`config.mk`:
```
export PLATFORM = sky130hd
export DESIGN_NAME = data_mem_arbiter
export DESIGN_NICKNAME = d
export VERILOG_FILES = /design/src/rtl/data_mem_arb_pkg.sv /design/src/rtl/data_mem_arbiter_rr_arb2.sv /design/src/rtl/data_mem_arbiter.sv
export SDC_FILE = /design/constraint.sdc
export NUM_CORES = 1
export LEC_CHECK = 0
export CAP_MARGIN = 20
export CORE_UTILIZATION = 36
export DETAILED_ROUTE_END_ITERATION = 16
export PLACE_DENSITY = 0.75
export SLEW_MARGIN = 10
export SYNTH_ARGS = -nofsm -noshare
export SYNTH_HDL_FRONTEND = slang
export SYNTH_SLANG_ARGS = --single-unit
export TNS_END_PERCENT = 100
```
`constraint.sdc`:
```
create_clock -name clk -period 4.15 [get_ports clk]
set_input_delay 0.83 -clock clk [delete_from_list [all_inputs] [get_ports clk]]
set_output_delay 0.83 -clock clk [all_outputs]
set_load 0.02 [all_outputs]
```
`src/rtl/data_mem_arb_pkg.sv`:
```
`default_nettype none
// ============================================================================
//  Module      : data_mem_arb_pkg
//  Description : Shared types and constants for the data-memory arbiter
//                (FSM state encoding, requester port indices).
//  Revision    : 1.0 - initial release
// ============================================================================
package data_mem_arb_pkg;

    // Arbiter FSM: one idle/arbitration cycle, one memory access cycle
    typedef enum logic [0:0] {
        ST_IDLE   = 1'b0,
        ST_ACCESS = 1'b1
    } state_t;

    // Requester indices as seen by the round-robin pick
    localparam logic PORT_CORE = 1'b0;   // core load/store unit
    localparam logic PORT_DMA  = 1'b1;   // DMA / debug loader

endpackage : data_mem_arb_pkg
`default_nettype wire

```
`src/rtl/data_mem_arbiter_rr_arb2.sv`:
```
`default_nettype none
// ============================================================================
//  Module      : rr_arb2
//  Description : Combinational two-way round-robin pick. A lone request wins
//                outright; on a tie the port that was not granted last wins.
//                An active lock forces the pick to the lock owner and masks
//                the other requester.
//  Revision    : 1.0 - initial release
// ============================================================================
module rr_arb2
    import data_mem_arb_pkg::*;
(
    input  logic [1:0] i_req,
    input  logic       i_last,
    input  logic       i_lock_valid,
    input  logic       i_lock_owner,
    output logic       o_any,
    output logic       o_sel
);

    // Winner selection: lock owner first, otherwise round-robin on ties
    always_comb begin
        o_any = 1'b0;
        o_sel = PORT_CORE;
        if (i_lock_valid) begin
            o_any = i_req[i_lock_owner];
            o_sel = i_lock_owner;
        end else begin
            o_any = |i_req;
            case (i_req)
                2'b01:   o_sel = PORT_CORE;
                2'b10:   o_sel = PORT_DMA;
                2'b11:   o_sel = ~i_last;
                default: o_sel = PORT_CORE;
            endcase
        end
    end

endmodule : rr_arb2
`default_nettype wire

```
`src/rtl/data_mem_arbiter.sv`:
```
`default_nettype none
// ============================================================================
//  Module      : data_mem_arbiter
//  Description : Shares a single-port word-addressed data memory between the
//                core load/store unit (port 0) and the DMA/debug loader
//                (port 1). Registered req/gnt handshake, round-robin
//                arbitration, registered read data. Sole driver of the memory
//                control pins; at most one access every two cycles.
//  Options     : define ARB_LOCK_EN to add p0/p1 lock inputs that keep the
//                arbiter on one requester for atomic read-modify-write.
//  Revision    : 1.0 - initial release
// ============================================================================
module data_mem_arbiter
    import data_mem_arb_pkg::*;
#(
    parameter int DATA_W = 32,
    parameter int ADDR_W = 32,
    parameter int MEM_AW = 12
) (
    input  logic              clk,
    input  logic              rst,
    // port 0: core load/store unit
    input  logic              i_p0_req,
    input  logic              i_p0_we,
    input  logic [ADDR_W-1:0] i_p0_addr,
    input  logic [DATA_W-1:0] i_p0_wdata,
    output logic              o_p0_gnt,
    output logic              o_p0_rvalid,
    output logic [DATA_W-1:0] o_p0_rdata,
    // port 1: DMA / debug loader
    input  logic              i_p1_req,
    input  logic              i_p1_we,
    input  logic [ADDR_W-1:0] i_p1_addr,
    input  logic [DATA_W-1:0] i_p1_wdata,
    output logic              o_p1_gnt,
    output logic              o_p1_rvalid,
    output logic [DATA_W-1:0] o_p1_rdata,
`ifdef ARB_LOCK_EN
    input  logic              i_p0_lock,
    input  logic              i_p1_lock,
`endif
    // memory side
    output logic [ADDR_W-1:0] o_mem_addr,
    output logic [DATA_W-1:0] o_mem_wdata,
    output logic              o_mem_read,
    output logic              o_mem_write,
    input  logic [DATA_W-1:0] i_mem_rdata
);

    // The memory decodes addr[MEM_AW-1:2]; it must hold at least one word bit
    // and fit inside the byte address.
    if ((MEM_AW < 3) || (MEM_AW > ADDR_W)) begin : g_bad_mem_aw
        $error("data_mem_arbiter: MEM_AW must be in [3, ADDR_W]");
    end

    state_t             r_state;
    logic               r_sel;
    logic               r_last_gnt;
    logic [ADDR_W-1:0]  r_mem_addr;
    logic [DATA_W-1:0]  r_mem_wdata;
    logic               r_mem_read;
    logic               r_mem_write;
    logic               r_p0_gnt;
    logic               r_p1_gnt;
    logic               r_p0_rvalid;
    logic               r_p1_rvalid;
    logic [DATA_W-1:0]  r_p0_rdata;
    logic [DATA_W-1:0]  r_p1_rdata;

    logic               w_any;
    logic               w_sel;
    logic               w_lock_active;
    logic               w_lock_owner;
    logic               w_win_we;
    logic [ADDR_W-1:0]  w_win_addr;
    logic [DATA_W-1:0]  w_win_wdata;

`ifdef ARB_LOCK_EN
    logic r_lock_valid;
    logic r_lock_owner;
    logic w_owner_lock;
    logic w_sel_lock;

    // The lock only stays in force while its owner keeps asserting lock
    assign w_owner_lock  = r_lock_owner ? i_p1_lock : i_p0_lock;
    assign w_sel_lock    = r_sel ? i_p1_lock : i_p0_lock;
    assign w_lock_active = r_lock_valid & w_owner_lock;
    assign w_lock_owner  = r_lock_owner;

    // Lock register: taken during the owner's access, dropped in IDLE once
    // the owner deasserts lock
    always_ff @(posedge clk or posedge rst) begin
        if (rst) begin
            r_lock_valid <= 1'b0;
            r_lock_owner <= PORT_CORE;
        end else if (r_state == ST_ACCESS) begin
            if (w_sel_lock) begin
                r_lock_valid <= 1'b1;
                r_lock_owner <= r_sel;
            end
        end else if (r_lock_valid && !w_owner_lock) begin
            r_lock_valid <= 1'b0;
        end
    end
`else
    assign w_lock_active = 1'b0;
    assign w_lock_owner  = PORT_CORE;
`endif

    rr_arb2 u_rr_arb2 (
        .i_req        ({i_p1_req, i_p0_req}),
        .i_last       (r_last_gnt),
        .i_lock_valid (w_lock_active),
        .i_lock_owner (w_lock_owner),
        .o_any        (w_any),
        .o_sel        (w_sel)
    );

    // Request fields of the winning port
    assign w_win_we    = w_sel ? i_p1_we    : i_p0_we;
    assign w_win_addr  = w_sel ? i_p1_addr  : i_p0_addr;
    assign w_win_wdata = w_sel ? i_p1_wdata : i_p0_wdata;

    // Arbitration FSM: latch the winner in IDLE, drive memory for one cycle
    // in ACCESS and capture read data at the closing edge
    always_ff @(posedge clk or posedge rst) begin
        if (rst) begin
            r_state     <= ST_IDLE;
            r_sel       <= PORT_CORE;
            r_last_gnt  <= PORT_DMA;
            r_mem_addr  <= '0;
            r_mem_wdata <= '0;
            r_mem_read  <= 1'b0;
            r_mem_write <= 1'b0;
            r_p0_gnt    <= 1'b0;
            r_p1_gnt    <= 1'b0;
            r_p0_rvalid <= 1'b0;
            r_p1_rvalid <= 1'b0;
            r_p0_rdata  <= '0;
            r_p1_rdata  <= '0;
        end else begin
            case (r_state)
                ST_IDLE: begin
                    r_p0_rvalid <= 1'b0;
                    r_p1_rvalid <= 1'b0;
                    if (w_any) begin
                        r_state     <= ST_ACCESS;
                        r_sel       <= w_sel;
                        r_last_gnt  <= w_sel;
                        r_mem_addr  <= w_win_addr;
                        r_mem_wdata <= w_win_wdata;
                        r_mem_write <= w_win_we;
                        r_mem_read  <= ~w_win_we;
                        r_p0_gnt    <= (w_sel == PORT_CORE);
                        r_p1_gnt    <= (w_sel == PORT_DMA);
                    end
                end
                ST_ACCESS: begin
                    r_state     <= ST_IDLE;
                    r_mem_read  <= 1'b0;
                    r_mem_write <= 1'b0;
                    r_p0_gnt    <= 1'b0;
                    r_p1_gnt    <= 1'b0;
                    if (r_mem_read) begin
                        if (r_sel == PORT_DMA) begin
                            r_p1_rdata  <= i_mem_rdata;
                            r_p1_rvalid <= 1'b1;
                        end else begin
                            r_p0_rdata  <= i_mem_rdata;
                            r_p0_rvalid <= 1'b1;
                        end
                    end
                end
                default: begin
                    r_state <= ST_IDLE;
                end
            endcase
        end
    end

    assign o_mem_addr  = r_mem_addr;
    assign o_mem_wdata = r_mem_wdata;
    assign o_mem_read  = r_mem_read;
    assign o_mem_write = r_mem_write;
    assign o_p0_gnt    = r_p0_gnt;
    assign o_p1_gnt    = r_p1_gnt;
    assign o_p0_rvalid = r_p0_rvalid;
    assign o_p1_rvalid = r_p1_rvalid;
    assign o_p0_rdata  = r_p0_rdata;
    assign o_p1_rdata  = r_p1_rdata;

endmodule : data_mem_arbiter
`default_nettype wire

```
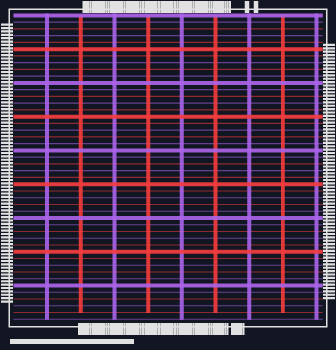
Fig. 1. Floorplan with the power grid.
Scale bar: 50 µm. Pins as bars on the die edge.
Key: VDD = red; VSS = purple
9 straps on met5. 9 straps on met4. The core has 45 rows. 300 signal pins sit on the boundary. 46 met1 rails follow the rows.
die width: 127.3 µm
VDD IR-drop max: 0.2949 mV
Die Y: 127.3 µm
core footprint: 0.01526 mm²

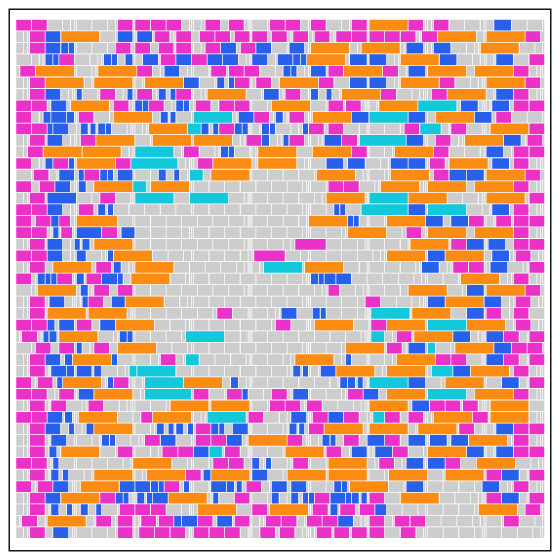
Fig. 2. Cells colored by class.
Fill, decap, tap and diode cells in gray.
Key: clock drivers and dummy loads = cyan [cells 32, share of their area 7.0%]; remaining buffers and delay cells = magenta [cells 305, share of their area 33%]; sequential cells = orange [cells 137, share of their area 37%]; combinational and other logic = blue [cells 279, share of their area 23%]
sequential share of cell area: 0.3620
final core occ: 0.6209

==> ci_impl_report.md <==
### Yosys + OpenROAD results

| Metric | Value |
|---|---|
| WP data arrival | `approximately 2.7 ns` |
| Synth Seq Share | `0.6067` |
| Tmin final | `roughly 2.5 ns` |
| Critical Path RT | `4.39 ns` |
| FP Rows | `around 45` |
| Max frequency | `between 0.3 and 0.4 GHz` |
| Clock Tree Root | `clkbuf_16` |
| CP delay by family, top | `buffers and inverters` |
| Syn_nets | `611` |
| Num Clock Sinks | `roughly 140` |
| Commonest Layout Cell | `clkdlybuf4s50_1` |
| DPL Wire Length | `around 11 mm` |
| Final RePlAce weighted congestion | `about 0.76` |
| Reg2reg end | `o_p1_rdata[25]` |
| Fin. Hold Viols | `0` |
| Chip area | `0.01621 mm²` |
| Syn avg cell area | `12.70 µm²` |
| Remaining global-route overflow | `0` |
| Initial DRC count | `between 150 and 200` |
| Registers, synthesis | `approximately 140` |
| Initial antenna violation count | `1` |
| I/O Buffers | `~300` |
| Area after DPL | `0.008831 mm²` |
| Critical path type | `primary input to flip-flop` |
| Clock latency at the later pin of the worst-skew pair | `0.41 ns` |
| Cells in synth_stat.txt | `445` |
| TritonCTS Buffers | `17` |
| Launch point of the worst path | `i_p0_req` |
| Yosys Warn Count | `0` |
| Fillers | `1230` |
| H-tree depth | `4` |
| Crit-path max cell delay | `about 0.61 ns` |
| Hold_sp | `o_mem_addr[13]` |
| Critical Path End | `o_mem_wdata[18]` |
| Clock Tree Buf Depth | `2` |
| RSZ-0062 raised after global routing | `false` |
| # Post-CTS Setup Buffers | `0` |
| Top Layout Cells | `clkdlybuf4s50_1 (299), dfrtp_1 (136), nand2_1 (71)` |
| Crit start category | `primary input` |
| Library cells used by synthesis | `21` |
| Setup violators final | `0` |
| Logic area | `0.002059 mm²` |
| Max-Cap Viols | `0` |
| Stages on the worst setup path | `5` |
| First-pass GRT wire length | `between 20 and 25 mm` |
| RR Startpoint | `r_state` |
| Gates resized, CTS repair | `0` |
| Relative slew slack | `0.4232` |
| Measured slew at the worst slew-check pin | `0.8642 ns` |
| Reg clk slew, reported paths | `roughly 0.06 ns` |
| NumNets Final | `roughly 900` |
| Sum Neg Setup Slack | `0 ns` |
| Post-DRT Antenna Nets | `0` |
| CTS tree | `yes` |
| FP Util | `0.3705` |
| Reg area | `roughly 0.0034 mm²` |
| Io pins | `around 300` |
| Via count | `roughly 4500` |
| Reg-to-reg slack, setup | `~2.2 ns` |
| Chip area line of the yosys report | `~0.0057 mm²` |
| Final clock skew | `about 0.01 ns` |
| Drt total wl | `15.27 mm` |
| Cells after synthesis | `about 450` |
| Wire length per cell | `approximately 16 µm` |
| Crit-path cells | `clkdlybuf4s50_1 -> a21bo_4 -> buf_12 -> mux2i_1 -> o21ai_0` |
| Crit share post-route | `0.6026` |
| Synth-to-layout area growth | `67.60%` |
| Static leakage | `~4.2 nW` |
| CP endpoint kind | `flip-flop` |
| CP max-delay cell | `clkdlybuf4s50_1` |
| Tool warnings | `26` |
| All-Layer GR Usage | `0.1952` |
| Hold-fix buffers, CTS | `0` |
| N_diodes | `0` |
| Post-Syn Area | `approximately 0.0057 mm²` |
| R2R cell count | `2` |
| Worst-path fanout max | `39` |
| Worst min path class | `flip-flop to flip-flop` |
| Ratio of cells with drive above 1 in the final layout | `0.1421` |
| Largest net degree at the start of global routing | `91` |
| Router iterations before antenna repair | `4` |
| Final Cell Area | `0.009474 mm²` |
| Routed vias/inst | `4.629` |
| Max-slew violations | `0` |
| Status | `finished clean` |
| Drc violations | `0` |
| Power Density | `635.3 mW/mm²` |
| Crit path buf inv count | `2` |
| Vias in the first global route | `between 4000 and 5000` |
==> logic make-up after synthesis <==
family | synth area share
AND-OR/OR-AND | 0.06751
buffers and inverters | 0.03298
flip-flops | 0.6067
multiplexers | 0.2426
AND/OR/NAND/NOR | 0.05024
==> power by group <==
group | internal, mW | switching (mW)
sequential | 1.80 | 0.248
combinational | 1.25 | 1.10
clock | 1.04 | 0.577
==> tightest hold or removal path, cell delays in order, from the launching register on <==
cell and delay, ns:
dfrtp_1 0.33, nand2_1 0.04, o21ai_0 0.06
==> layout make-up <==
type / instances / area share
clock inverters: 13 / 0.02007
well taps: 211 / 0.02787
repair buffers: 305 / 0.3233
inverters: 3 / 0.001585
flip-flops and latches: 137 / 0.3620
multi-input cells: 276 / 0.2174
clock buffers: 19 / 0.04781
==> cell usage after synthesis (all sizes together) <==
library cell	number	share of area
a22o	2	0.0031
o21bai	1	0.0013
buf	23	0.027
nand2	71	0.047
o21ai	67	0.059
dfstp	1	0.0046
inv	3	0.0020
a21bo	1	0.0018
clkbuf	6	0.0044
mux2i	65	0.12
nor3	1	0.00088
a21oi	1	0.00088
nand3	1	0.00088
nand3b	1	0.0013
dfrtp	136	0.60
a31oi	1	0.0011
mux2	64	0.13
==> per-layer routing <==
layer | track usage | vias up | part of all wire
met5 | 0 | - | 0
met4 | 0.09034 | 0 | 0.026
met3 | 0.06533 | 28 | 0.081
met2 | 0.3378 | 201 | 0.50
met1 | 0.2169 | 2095 | 0.39
li1 | - | 2138 | -
==> metrics by stage <==
stage	setup WS, ns	power (mW)	instances	utilization	hold WS, ns
global placement	1.345	4.373	932	0.5788	0.4602
global route	1.540	6.321	964	0.6209	0.5065
floorplan	1.614	3.180	445	-	0.4635
finish	1.649	6.018	964	0.6209	0.4743
detailed placement	1.243	4.441	932	0.5788	0.4690
CTS	1.656	6.088	964	0.6209	0.4819
==> flip-flops by register name (all words and copies together), names as in the netlist, 32 cells and up <==
| signal | flops |
|---|---|
| o_p1_rdata | 32 |
| o_mem_addr | 32 |
| o_p0_rdata | 32 |
| o_mem_wdata | 32 |
==> how the worst min path moves through the flow <==
stage	to	slack [ns]	cells past startpoint
after floorplan	r_sel	0.46	2
final	o_mem_addr[13]	0.47	2
after CTS	o_mem_addr[13]	0.48	2
after global routing	o_p1_rdata[26]	0.51	1
after global placement	o_mem_wdata[20]	0.46	2
after detailed placement	o_mem_addr[13]	0.47	2
Power and IR drop assume default switching activity.
